==> run_1/logic_types.png <==
Drawn at 1.5 px/micron.
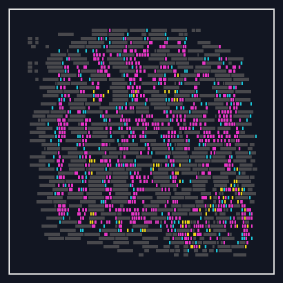
==> run_1/congestion.png <==
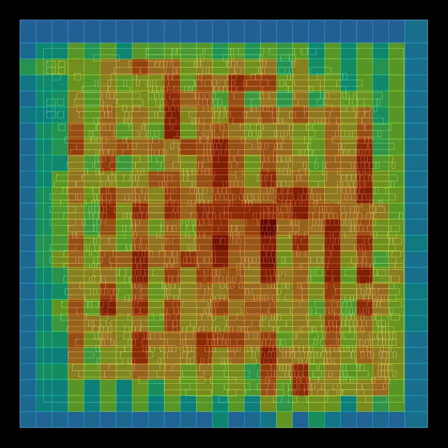
==> run_1/detail.png <==
Window x 75 to 100, y 40 to 65 microns. Cells in gray, sequential cells in the stronger gray; small squares are vias.
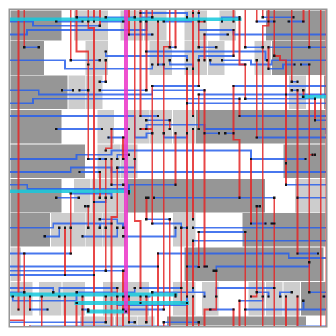
**src/rtl/string_feeder_if.sv**
```systemverilog
// Purpose : bundles the load, stream-control and matcher-facing signals of string_feeder.
// Latency : n/a (signal bundle only).
// Backpressure: pause travels toward the feeder; the feeder drives all status/matcher outputs.
//
// Ports:
//   wr_en/wr_data : load one byte into the buffer (IDLE only)
//   start         : begin streaming the buffered bytes
//   pause         : matcher-side stall
//   en/initialize/string_dat : matcher byte strobe, step strobe and byte
//   level/full/busy/done/overflow : buffer and stream status
interface string_feeder_if #(
    parameter int AW = 5
);
    logic          wr_en;
    logic [7:0]    wr_data;
    logic          start;
    logic          pause;
    logic          en;
    logic          initialize;
    logic [7:0]    string_dat;
    logic [AW:0]   level;
    logic          full;
    logic          busy;
    logic          done;
    logic          overflow;

    // master: the block that loads bytes and controls the stream
    modport master (
        output wr_en, wr_data, start, pause,
        input  en, initialize, string_dat, level, full, busy, done, overflow
    );

    // slave: the feeder itself
    modport slave (
        input  wr_en, wr_data, start, pause,
        output en, initialize, string_dat, level, full, busy, done, overflow
    );
endinterface

```
**src/rtl/string_feeder.sv**
```systemverilog
// Purpose : buffers up to DEPTH bytes, then streams them to a matcher as INIT, FEED, GAP.., FINISH.
// Latency : first en cycle is the second cycle after the start edge; N bytes take 2N+1 busy cycles.
// Backpressure: pause sampled at an edge freezes the state due in the following cycle (en/initialize low).
//
// Ports:
//   clk, rst : single clock, asynchronous active-high reset
//   sf       : string_feeder_if.slave (load/start/pause in; matcher strobes and status out)
// Every output is a flop; all next values are computed from state plus inputs at the clock edge.
module string_feeder #(
    parameter int DEPTH = 32,
    parameter int AW    = 5
) (
    input  logic            clk,
    input  logic            rst,
    string_feeder_if.slave  sf
);

    generate
        if (DEPTH < 2 || DEPTH > 256 || (DEPTH & (DEPTH - 1)) != 0 || (1 << AW) != DEPTH) begin : g_param_check
            $error("string_feeder: DEPTH must be a power of two in 2..256 and AW = log2(DEPTH)");
        end
    endgenerate

    typedef enum logic [2:0] {
        IDLE,
        INIT,
        FEED,
        GAP,
        FINISH
    } state_t;

    localparam logic [AW:0]   DEPTH_L = (AW + 1)'(DEPTH);
    localparam logic [AW:0]   LVL_ONE = {{AW{1'b0}}, 1'b1};
    localparam logic [AW-1:0] IDX_ONE = {{(AW-1){1'b0}}, 1'b1};

    logic [7:0] mem [DEPTH];

    state_t      state_q, state_d;
    logic        held_q, held_d;      // current cycle's state is frozen by pause
    logic [AW-1:0] idx_q, idx_d;
    logic [AW:0] n_q, n_d;
    logic [AW:0] level_q, level_d;
    logic [AW:0] lvl_tmp;
    logic        ovf_q, ovf_d;
    logic        en_q, en_d;
    logic        init_q, init_d;
    logic [7:0]  str_q, str_d;
    logic        full_q, full_d;
    logic        busy_q, busy_d;
    logic        done_q, done_d;
    logic        we;

    // Bytes are only written while idle and the count is only cleared on FINISH,
    // so the fill level doubles as the write pointer.
    always_ff @(posedge clk) begin
        if (we && !rst) begin
            mem[level_q[AW-1:0]] <= sf.wr_data;
        end
    end

    always_comb begin
        state_d = state_q;
        idx_d   = idx_q;
        n_d     = n_q;
        level_d = level_q;
        ovf_d   = ovf_q;
        we      = 1'b0;
        lvl_tmp = level_q;

        case (state_q)
            IDLE: begin
                // a write in the same cycle as start lands first and is counted in N
                if (sf.wr_en) begin
                    if (!full_q) begin
                        we      = 1'b1;
                        lvl_tmp = level_q + LVL_ONE;
                    end else begin
                        ovf_d = 1'b1;
                    end
                end
                level_d = lvl_tmp;
                if (sf.start && lvl_tmp != '0) begin
                    ovf_d   = 1'b0;
                    n_d     = lvl_tmp;
                    idx_d   = '0;
                    state_d = INIT;
                end
            end
            INIT: begin
                if (!held_q) state_d = FEED;
            end
            FEED: begin
                if (!held_q) begin
                    if ({1'b0, idx_q} == n_q - LVL_ONE) begin
                        state_d = FINISH;
                    end else begin
                        idx_d   = idx_q + IDX_ONE;
                        state_d = GAP;
                    end
                end
            end
            GAP: begin
                if (!held_q) state_d = FEED;
            end
            FINISH: begin
                level_d = '0;
                state_d = IDLE;
            end
            default: begin
                state_d = IDLE;
            end
        endcase

        // pause cannot hold IDLE or FINISH
        held_d = sf.pause && (state_d == INIT || state_d == FEED || state_d == GAP);
        en_d   = (state_d == FEED) && !held_d;
        init_d = (state_d == INIT || state_d == GAP) && !held_d;
        done_d = (state_d == FINISH);
        busy_d = (state_d != IDLE);
        full_d = (level_d == DEPTH_L);
        str_d  = en_d ? mem[idx_d] : str_q;
    end

    always_ff @(posedge clk or posedge rst) begin
        if (rst) begin
            state_q <= IDLE;
            held_q  <= 1'b0;
            idx_q   <= '0;
            n_q     <= '0;
            level_q <= '0;
            ovf_q   <= 1'b0;
            en_q    <= 1'b0;
            init_q  <= 1'b0;
            str_q   <= 8'h00;
            full_q  <= 1'b0;
            busy_q  <= 1'b0;
            done_q  <= 1'b0;
        end else begin
            state_q <= state_d;
            held_q  <= held_d;
            idx_q   <= idx_d;
            n_q     <= n_d;
            level_q <= level_d;
            ovf_q   <= ovf_d;
            en_q    <= en_d;
            init_q  <= init_d;
            str_q   <= str_d;
            full_q  <= full_d;
            busy_q  <= busy_d;
            done_q  <= done_d;
        end
    end

    assign sf.en         = en_q;
    assign sf.initialize = init_q;
    assign sf.string_dat = str_q;
    assign sf.level      = level_q;
    assign sf.full       = full_q;
    assign sf.busy       = busy_q;
    assign sf.done       = done_q;
    assign sf.overflow   = ovf_q;

endmodule

```
**src/flat_wrapper.sv**
```systemverilog
// flat-port wrapper written by rule: the top's interface ports become plain ports
module string_feeder_flat 
#(
    parameter int DEPTH = 32,
    parameter int AW    = 5
)
  (clk, rst, sf_wr_en, sf_wr_data, sf_start, sf_pause, sf_en, sf_initialize, sf_string_dat, sf_level, sf_full, sf_busy, sf_done, sf_overflow);
  string_feeder_if #(.AW(AW)) sf_i ();
  input  logic clk;
  input  logic rst;
  input wire logic [$bits(sf_i.wr_en)-1:0] sf_wr_en;
  input wire logic [$bits(sf_i.wr_data)-1:0] sf_wr_data;
  input wire logic [$bits(sf_i.start)-1:0] sf_start;
  input wire logic [$bits(sf_i.pause)-1:0] sf_pause;
  output wire logic [$bits(sf_i.en)-1:0] sf_en;
  output wire logic [$bits(sf_i.initialize)-1:0] sf_initialize;
  output wire logic [$bits(sf_i.string_dat)-1:0] sf_string_dat;
  output wire logic [$bits(sf_i.level)-1:0] sf_level;
  output wire logic [$bits(sf_i.full)-1:0] sf_full;
  output wire logic [$bits(sf_i.busy)-1:0] sf_busy;
  output wire logic [$bits(sf_i.done)-1:0] sf_done;
  output wire logic [$bits(sf_i.overflow)-1:0] sf_overflow;
  assign sf_i.wr_en = sf_wr_en;
  assign sf_i.wr_data = sf_wr_data;
  assign sf_i.start = sf_start;
  assign sf_i.pause = sf_pause;
  assign sf_en = sf_i.en;
  assign sf_initialize = sf_i.initialize;
  assign sf_string_dat = sf_i.string_dat;
  assign sf_level = sf_i.level;
  assign sf_full = sf_i.full;
  assign sf_busy = sf_i.busy;
  assign sf_done = sf_i.done;
  assign sf_overflow = sf_i.overflow;
  string_feeder #(.DEPTH(DEPTH), .AW(AW)) u_core (.clk(clk), .rst(rst), .sf(sf_i));
endmodule
```
**config.mk**
```make
export PLATFORM = sky130hd
export DESIGN_NAME = string_feeder_flat
export DESIGN_NICKNAME = d
export VERILOG_FILES = /design/src/rtl/string_feeder_if.sv /design/src/rtl/string_feeder.sv /design/src/flat_wrapper.sv
export SDC_FILE = /design/constraint.sdc
export NUM_CORES = 1
export LEC_CHECK = 0
export ABC_AREA = 1
export CORE_MARGIN = 10
export CORE_UTILIZATION = 55
export CTS_BUF_LIST = sky130_fd_sc_hd__clkbuf_16
export CTS_CLUSTER_DIAMETER = 60
export DETAILED_ROUTE_END_ITERATION = 8
export GPL_ROUTABILITY_DRIVEN = 0
export MAX_ROUTING_LAYER = met4
export PLACE_DENSITY = 0.72
export SLEW_MARGIN = 15
export SYNTH_ARGS = -nofsm -noshare
export SYNTH_HDL_FRONTEND = slang
export SYNTH_SLANG_ARGS = --single-unit
```
**constraint.sdc**
```tcl
create_clock -name clk -period 4.8 [get_ports clk]
set_input_delay 0.72 -clock clk [delete_from_list [all_inputs] [get_ports clk]]
set_output_delay 0.72 -clock clk [all_outputs]
set_load 0.005 [all_outputs]
```
==> reports/notes.md, run 1 <==
The number of enable-type register cells in the synthesized netlist works out to 256. The layer flagged by global routing as most heavily used is met2. The report lists the number of standard-cell rows as 56. The cell type with the largest total area was sky130_fd_sc_hd__edfxtp_1. The first global-routing pass estimated 50.4 mm of wire. Number of antenna violations at the first check in global routing: 0. 33 I/O pins were placed.

Synthesis produced a netlist whose cell count is 1274. Per-cell via count in the routed design: 5.62. With the total tool warning count at 31, the remaining global-route overflow is 0. The worst-path cell with the longest stage delay was sky130_fd_sc_hd__dfrtp_1. Summing all non-filler instances in the final layout gives an area of 14700 sq um.

The inverter tally of the final layout excluding the clock network was 200; the number of global-route vias before repair was 9031. The switching portion of total power comes to 44.7%. Looking at the reg2reg group, the worst path starts from u_core.sf.level[0]. The ratio of final minimum period to clock period was 71.0%; the internal power summed over all cells was 0.00554 W. The dominant synthesized flop cell is sky130_fd_sc_hd__edfxtp_1.

The power drawn by the combinational cells was 0.00487 W. The number of maximum-capacitance violations recorded for the run is 0. The clock transition at the registers of the reported paths is 0.06 ns, and the final-report hold violation count is 0.

Before CTS, the worst setup slack after placement is 0.932 ns. In this run, the number of DRC markers left after iteration 0 of detailed routing was 1227. The tightest slew margin relative to the limit was 20.8%. The flip-flop count of the largest register after layout was 256. Per the TritonCTS log, the buffer count is 30.

During tapcell insertion the tool placed 319 well taps. The logs give 1293 for the post-synthesis net count and 0.0100 W for the overall power of the completed layout. Of all power groups, the one with the highest power is combinational logic.

STA lists the endpoint of the worst register-to-register path as u_core.sf.string_dat[3]. The worst VDD IR drop from the latest analysis is 0.645 mV. The tools report the maximum clock skew at final layout as 0.0227 ns.

In this run the horizontal extent of the chip is 175 microns. The yosys synthesis warning count is 0, and the instance count along the most critical hold path is 2. The detail route stage leaves a number of antenna-violating nets equal to 0. Worst setup path startpoint: u_core.sf.level[0]. The run gives 18 for the logic depth of the worst setup path including buffers. Per the layout area report, the register area comes to 8560 sq um. The report lists the power per cell area as 680 nW/um^2.

Clock tree synthesis found a total of 291 sinks. The detailed router put a total of 13.7 mm of wire on met1. The share of the Yosys chip area taken by registers is 64.5%.

The run gives 62.4% as the post-layout utilization of the core. The worst setup path is launched from a register. Among the stages of the critical path, the cell type that occurs most often is sky130_fd_sc_hd__nand3_1. The run finished with clean final reports. The family with the most delay on the worst path was simple AND/OR/NAND/NOR gates. Per the post-synthesis stats, the area per cell is 10.4 sq um. Yosys reported that registers with async set or reset make up 12.0%. Measured in cells, the most critical reg-to-reg path has a length of 18. The final layout contains a sequential cell count of 291. With the worst endpoint required time at 5.24 ns, the die footprint is 30800 sq um.

The flop and latch count out of synthesis is 291, and the post-cts hold-fix buffer tally is 0. At the later pin of the worst-skew pair, clock insertion delay measures 0.56 ns. Sequential cells make up 58.2% of the cell area. Summed over all failing endpoints, the final setup total negative slack is 0 ns.

Among the non-sequential cells, simple AND/OR/NAND/NOR gates take the most area. The script parses the final routing iteration and logs DRC violations as 0. Leaving out buffers and inverters, the combinational logic in the layout accounts for 3610 sq um.

Yosys reports the multiplexer fraction of the synthesized area as 0%. The xor and xnor fraction of the mapped netlist area was 0.198%. The tools report the wire length on met2 as 14.9 mm. Per the OpenROAD power report, leakage power amounts to 6.00 nW. The worst hold slack across all endpoints is 0.483 ns. The worst setup path is of the reg2reg kind.

Entering global routing, the biggest net connects 121 pins. Per the CTS log, the buffer count on the longest clock path is 3. The fraction of cell area in non-clock buffers is 3.55%, and the placeable core area is 23600 sq um. Summing the areas of all and, or, nand and nor instances in the mapped netlist gives 24.7% of the synthesized area. The power consumed by the clock network is 0.00207 W. According to the timing report, the arrival time at the worst endpoint equals 3.85 ns.

The sequential power was 0.00307 W. The HPWL after detailed placement is 19.6 mm. The slew at the pin closest to its max-slew limit came out at 1.18 ns. The stat command in Yosys gives a chip area of 13300 sq um. Leading cell category by total area: registers. With the post-CTS setup repair buffer count at 0, the floorplan core density is 56.3%. The main area contributors are sky130_fd_sc_hd__edfxtp_1, sky130_fd_sc_hd__nand3_1, sky130_fd_sc_hd__dfrtp_1, sky130_fd_sc_hd__nand2_1, sky130_fd_sc_hd__inv_1. The run gives 9227 as the via total after detailed routing. The post-route netlist has 5.82% of its cells at a drive strength greater than 1.
About logic_types.png:
| color | family | cells |
|---|---|---|
| magenta | NAND gates | 614 |
| yellow | NOR gates | 65 |
| cyan | inverters | 200 |
most instantiated logic cell after routing: sky130_fd_sc_hd__nand3_1
Comb area share: 24.5%
final non-filler cell total: 1641

About congestion.png:
GRT met3 Usage: 3.65%
WL/cell: 19.6 microns
GRT Total Usage: 21.2%
fraction of met1 tracks used by global routing: 28.0%

About detail.png:
| color | layer |
|---|---|
| red | metal 2 |
| magenta | metal 4 |
| cyan | metal 3 |
| blue | metal 1 |
cells with their middle in the window: 40
most frequent: nand3_1 (18), nand2_1 (11), edfxtp_1 (5)
netlist names of flops here include: u_core.mem (5)
sequential cells in the window: 5

--- run 2 (diff from run 1) ---
- clock period: 4.8 -> 3.3 ns (I/O delays scaled with it)
==> run_2/detail.png <==
Window x 75 to 100, y 40 to 65 microns. Cells in gray, sequential cells in the stronger gray; small squares are vias.
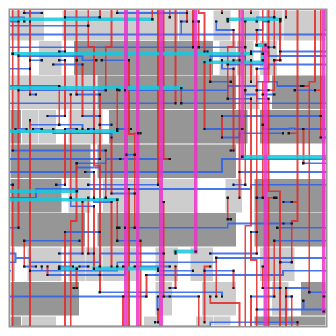
| color | layer |
|---|---|
| cyan | metal 3 |
| blue | metal 1 |
| magenta | metal 4 |
| red | metal 2 |
netlist names of flops here include: u_core.mem (9)
most frequent: nand2_1 (12), edfxtp_1 (9), nand3b_1 (5)
sequential cells in the window: 9
cells with their middle in the window: 37

==> run_2/congestion.png <==
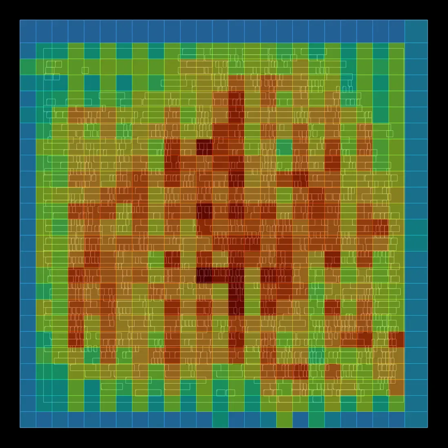
layer with the highest usage: met2
GRT met3 Usage: 3.50%
met2 track demand over resource: 36.0%

==> reports/notes.md, run 2 <==
The flow ran to the end, and the final reports show no timing, DRC or antenna violations. For this floorplan the total number of well-tap instances is 319. For the post-CTS setup repair buffer count, the log shows 0. The number of hold buffers added after CTS was 0. After Yosys synthesis, XOR and XNOR cells account for 0.198% of the synthesized area.

At the end of the flow the core is filled with cells to 65.4%. Entering global routing, the biggest net connects 57 pins. The sum of net half-perimeters after detailed placement was 21.2 mm; the logic depth of the worst setup path including buffers was 18. The longest clock path from root to sink contains 3 buffers. The tools report the terminus of the critical flop-to-flop path as u_core.sf.string_dat[2]. Hold timing on the final database bottoms out at a slack of 0.392 ns. For the insertion delay at the late pin of the worst-skew pair, the log shows 0.56 ns. The cell type with the largest total area was sky130_fd_sc_hd__edfxtp_1. With the flip-flop count of the largest register after layout at 256, the setup TNS is 0 ns. The synthesized area per cell was 10.4 sq um. At the floorplan stage, the core utilization is reported as 56.3%. In the final design, more cell area goes to registers than to any other class.

The run gives 0.0159 W as the overall power of the completed layout. The inverter tally of the final layout excluding the clock network was 200. STA classifies the critical path startpoint as a register.

After technology mapping, the gate count stands at 1274. The cell-mix breakdown from Yosys lists the simple-gate area share as 24.7%. The area recorded from the Yosys report for this design is 13300 sq um.

The first global-routing pass estimated 52.0 mm of wire. According to the floorplan report, the placeable core area is 23600 sq um. The wire length on met2 is 17.0 mm. For this block, wires on met1 add up to 13.6 mm.

In the global route stage, met1 resource usage came out at 27.6%. The remaining routing DRC violations was 0. For the maximum clock skew at final layout, the log shows 0.0134 ns. The number of enable-type register cells in the synthesized netlist was 256. The arrival time at the worst endpoint was 3.50 ns. The die width was 175 microns. With the worst endpoint required time at 3.75 ns, the fraction of cell area in non-clock buffers is 7.60%.

The initialized floorplan defines 56 standard-cell rows. Excluding fillers, the count of instances in the completed layout stands at 1694. The run gives 64.5% for the share of synthesized area occupied by flip-flops and latches. With the multiplexer fraction of the synthesized cell area at 0%, the power drawn by the combinational cells is 0.00820 W.

Looking at the reg2reg group, the worst path starts from u_core.n_q[0]. The report puts the cell count of the worst reg-to-reg path at 18. The logic area came out at 3640 sq um.

The tools report the number of antenna violations at the first check in global routing as 0. The number of top-level pins is 33, and the number of design-rule violations left by the first detailed-router iteration is 1146. The script extracted a total leakage power of 6.40 nW. The yosys synthesis warning count was 0; the flop and latch count out of synthesis was 291. By area, the combinational part of the netlist is dominated by simple AND/OR/NAND/NOR gates.

The tools report the number of sinks on the clock net as 291. Per STA, the startpoint of the critical path is u_core.n_q[0]. The path type of the worst setup path was reg2reg. The post-synthesis net count is 1293.

The script logs the ratio of routed vias to standard cells as 5.71. The logs give 0.00449 W for the sequential power and 0 for the final-report hold violation count. The worst path uses 92.3% of the clock period. The logs give a warning total of 29. Switching power as a share of total power: 43.4%. Nets still carrying antenna violations after routing amount to 0.

With the combined global-route utilization of all metal layers at 22.0%, the fraction of area in registers is 55.4%. On the worst setup and hold paths after CTS, the clock-pin slew comes to 0.06 ns. Among cell families on the critical path, the largest total delay comes from simple AND/OR/NAND/NOR gates.

The run gives 8560 sq um as the sequential cell area. The slew at the pin closest to its max-slew limit is 0.799 ns. Dividing the detail-routed wire length by the instance count gives 20.4 microns. For the largest voltage drop on the vdd net, the log shows 0.597 mV.
--- run 3 (diff from run 2) ---
- CORE_UTILIZATION: 55 -> 40
- PLACE_DENSITY: 0.72 -> unset
==> run_3/logic_types.png <==
Drawn at 1.5 px/micron.
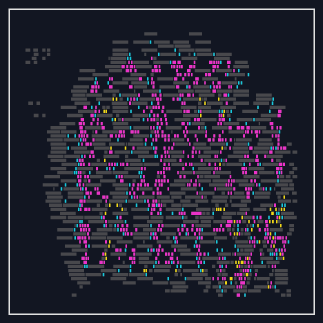
| color | family | cells |
|---|---|---|
| cyan | inverters | 200 |
| magenta | NAND gates | 614 |
| yellow | NOR gates | 65 |
final non-filler cell total: 1833
Comb area share: 23.0%

==> run_3/detail.png <==
Window x 89 to 114, y 48 to 73 microns. Cells in gray, sequential cells in the stronger gray; small squares are vias.
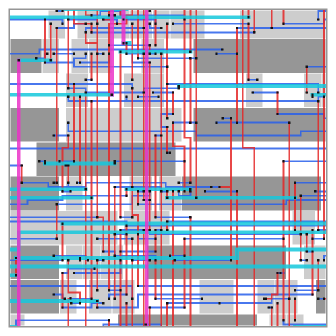
| color | layer |
|---|---|
| magenta | metal 4 |
| cyan | metal 3 |
| blue | metal 1 |
| red | metal 2 |
sequential cells in the window: 5
cells with their middle in the window: 39
most frequent: nand3_1 (15), inv_1 (8)
netlist names of flops here include: u_core.mem (5)

==> reports/notes.md, run 3 <==
The run finished with clean final reports. The logs give 50.6% for the fraction of power consumed by combinational cells and 0 for the post-CTS setup repair buffer count. The post-cts hold-fix buffer tally was 0.

After filler insertion, the fill cell instance count of the layout stands at 2962. The post-placement cell area is 14600 sq um. The combined global-route utilization of all metal layers was 17.4%. Dominant synthesized flop cell: sky130_fd_sc_hd__edfxtp_1. Across the placement rows, the number of tap cells is 442. The routed wirelength normalized by instance count is 19.7 microns, and the total tool warning count is 29.

The run gives 0 for the remaining global-route overflow. With the worst endpoint required time at 3.81 ns, the number of sequential storage elements is 291. The number of global-route vias before repair is 9120. The tools report the maximum clock skew at final layout as 0.0144 ns. The run gives 1078 for the number of design-rule violations left by the first detailed-router iteration. Highest routed metal layer: met4. Dominant logic cell type in the layout: sky130_fd_sc_hd__nand3_1. Once placement completed, the tool counted placed cells totaling 1770.

Once detail routing completed, the nets flagged for antenna violations numbered 0. The wire length of the first global-routing pass is 54.3 mm, and the part of the power in registers is 27.7%. The tools report the setup TNS as 0 ns.

The initial utilization of the core area, before any placement, comes to 40.7%. The critical path contains buffers and inverters numbering 3 combined. At the end of the flow the core is filled with cells to 48.3%. In this run the vertical extent of the chip is 202 microns. The largest family of logic cells by area is simple AND/OR/NAND/NOR gates. Sequential power for this build is 0.00449 W.

The worst-path cell with the longest stage delay was sky130_fd_sc_hd__dfrtp_1. For this run, the number of Yosys warnings is 0. For this run, global-route usage on met2 was measured as 26.2%. The tools report the number of antenna violations at the first check in global routing as 0.

In the per-layer breakdown of the detailed-route log, met1 shows 16.1 mm. The run gives 0 as the max-cap check violation count. In this run the horizontal extent of the chip is 202 microns. Looking at the reg2reg group, the worst path starts from u_core.sf.level[1].

The run gives 0.383 ns as the worst hold slack across all endpoints. The total area inside the core boundary comes to 32600 sq um. The analysis reports a worst IR drop on VDD of 0.651 mV. Family with the most delay on the worst path: simple AND/OR/NAND/NOR gates. The summed standard-cell area reported by yosys was 13300 sq um.

The post-layout instance area was 15700 sq um; the register-to-register setup slack was 0.20 ns. The leakage component of the power was reported as 6.47 nW. The via total after detailed routing was 9545; the synthesized area per cell was 10.4 sq um. In the Yosys report, the sequential cells make up 64.5% of the chip area. For this run, the top clock speed supported by timing is 0.322 GHz. With the power consumed by the clock network at 0.00353 W, the global routing met1 resource utilization is 24.0%.

Summing all flip-flop and latch instances after layout gives 8560 sq um. For reference, the mux area share after synthesis is 0%. The run gives 21.8% for the relative contribution of the clock network to total power. The fraction of area in registers came out at 54.4%. Antenna cell count: 0. Compared with the post-synthesis result, the final layout area differs by 18.5%.

The run gives 31 as the number of clock buffer instances in the layout. For this run, the post-layout net count is 1385. The flip-flop count of the largest register after layout works out to 256. Leaving out fill and tap cells, the most frequent cells in the layout are sky130_fd_sc_hd__nand3_1, sky130_fd_sc_hd__edfxtp_1, sky130_fd_sc_hd__nand2_1.

Of all the cell area in the finished design, non-clock buffers hold 7.71%. Summing all multi-input logic gate instances after layout gives 3630 sq um. Synthesis produced a netlist whose cell count is 1274. Counting cells, the worst reg-to-reg path comes to 20. Note, the detailed placer reported a final HPWL of 22.3 mm. The clock transition at the registers of the reported paths was 0.06 ns. Walking the worst path, the cells encountered are inv_1 > ha_1 > nand3b_1 > nand2_1 > nand2_1 > nor2_1 > nand2_1 > o21bai_4 > a21oi_1 > nand2_4 > nand2_8 > buf_16 > buf_4 > nand2_1 > nand3_1 > nand3_1 > nand3_1 > nand3_1 > nand3_1 > nand2_1.

Path type of the worst setup path: reg2reg. For the number of sinks on the clock net, the log shows 291. The simple-gate share of the synthesized area was 24.7%; the area fraction of the dominant cell type after synthesis was 57.9%. The run gives 0.00820 W as the power drawn by the combinational cells. The arrival time at the worst endpoint is 3.61 ns. The ratio of final minimum period to clock period is 94.0%. The CTS H-tree depth was 1. Per the synth log, the flip-flop and latch total comes to 291.

The power density normalized to cell area was 1030 nW/um^2. Of all flip-flops after synthesis, the portion carrying an async set or reset was 12.0%. The leading cell category by total area is registers. The share of synthesized cell area in and-or and or-and compound cells was 1.53%; the number of top-level pins was 33. Power comes to 0.0162 W. The global routing met3 resource utilization came out at 2.89%. Cell type with the largest total area: sky130_fd_sc_hd__edfxtp_1. Looking at the max-slew report, the worst-margin pin has a slew of 0.479 ns. The run gives 40900 sq um for the die footprint. The most used routing layer is met2.

The skew report gives the latency at the later pin of the worst-skew pair as 0.57 ns. In this run the critical register-to-register path is captured at u_core.sf.string_dat[2]. The maximum buffer depth of the clock tree came out at 3. In this run the tightest slew margin relative to its limit is 67.9%. The cell at the root of the clock tree was sky130_fd_sc_hd__clkbuf_16.

The run gives 20 for the logic depth of the worst setup path including buffers. The pre-CTS setup slack is -0.160 ns. Category of the worst setup path launch point: a register.

The run gives 81 as the maximum number of pins on one net before global-route repair. In this run switching power makes up 42.9% of total power. The layout summary lists the proportion of cells stronger than drive strength 1 as 11.4%.

After layout, the inverter instance count without clock inverters stands at 200. Yosys attributes the largest share of cell area to sky130_fd_sc_hd__edfxtp_1, sky130_fd_sc_hd__nand3_1, sky130_fd_sc_hd__dfrtp_1, sky130_fd_sc_hd__nand2_1, sky130_fd_sc_hd__inv_1. With the remaining routing DRC violations at 0, the final-report hold violation count is 0. The xor and xnor fraction of the mapped netlist area is 0.198%. Following the worst setup path forward leads to its endpoint at u_core.sf.string_dat[2].

With the final wirelength at 36.2 mm, the number of buffers added by the clock tree synthesis step is 31. For this run, the detailed router reports a per-instance via density of 5.21. The run gives 1293 for the post-synthesis net count. In the final layout, clock buffers and inverters account for 6.56% of the cell area. The logs give 0.00926 W for the internal power summed over all cells and 16.4 mm for the wire length on met2. The largest fanout on the critical path works out to 24. Ranked by power, first place goes to combinational logic. Number of enable-type register cells in the synthesized netlist: 256. The tools report the row count as 66. The worst setup path startpoint is u_core.sf.level[1].
Power is estimated from default activity; no workload was simulated.
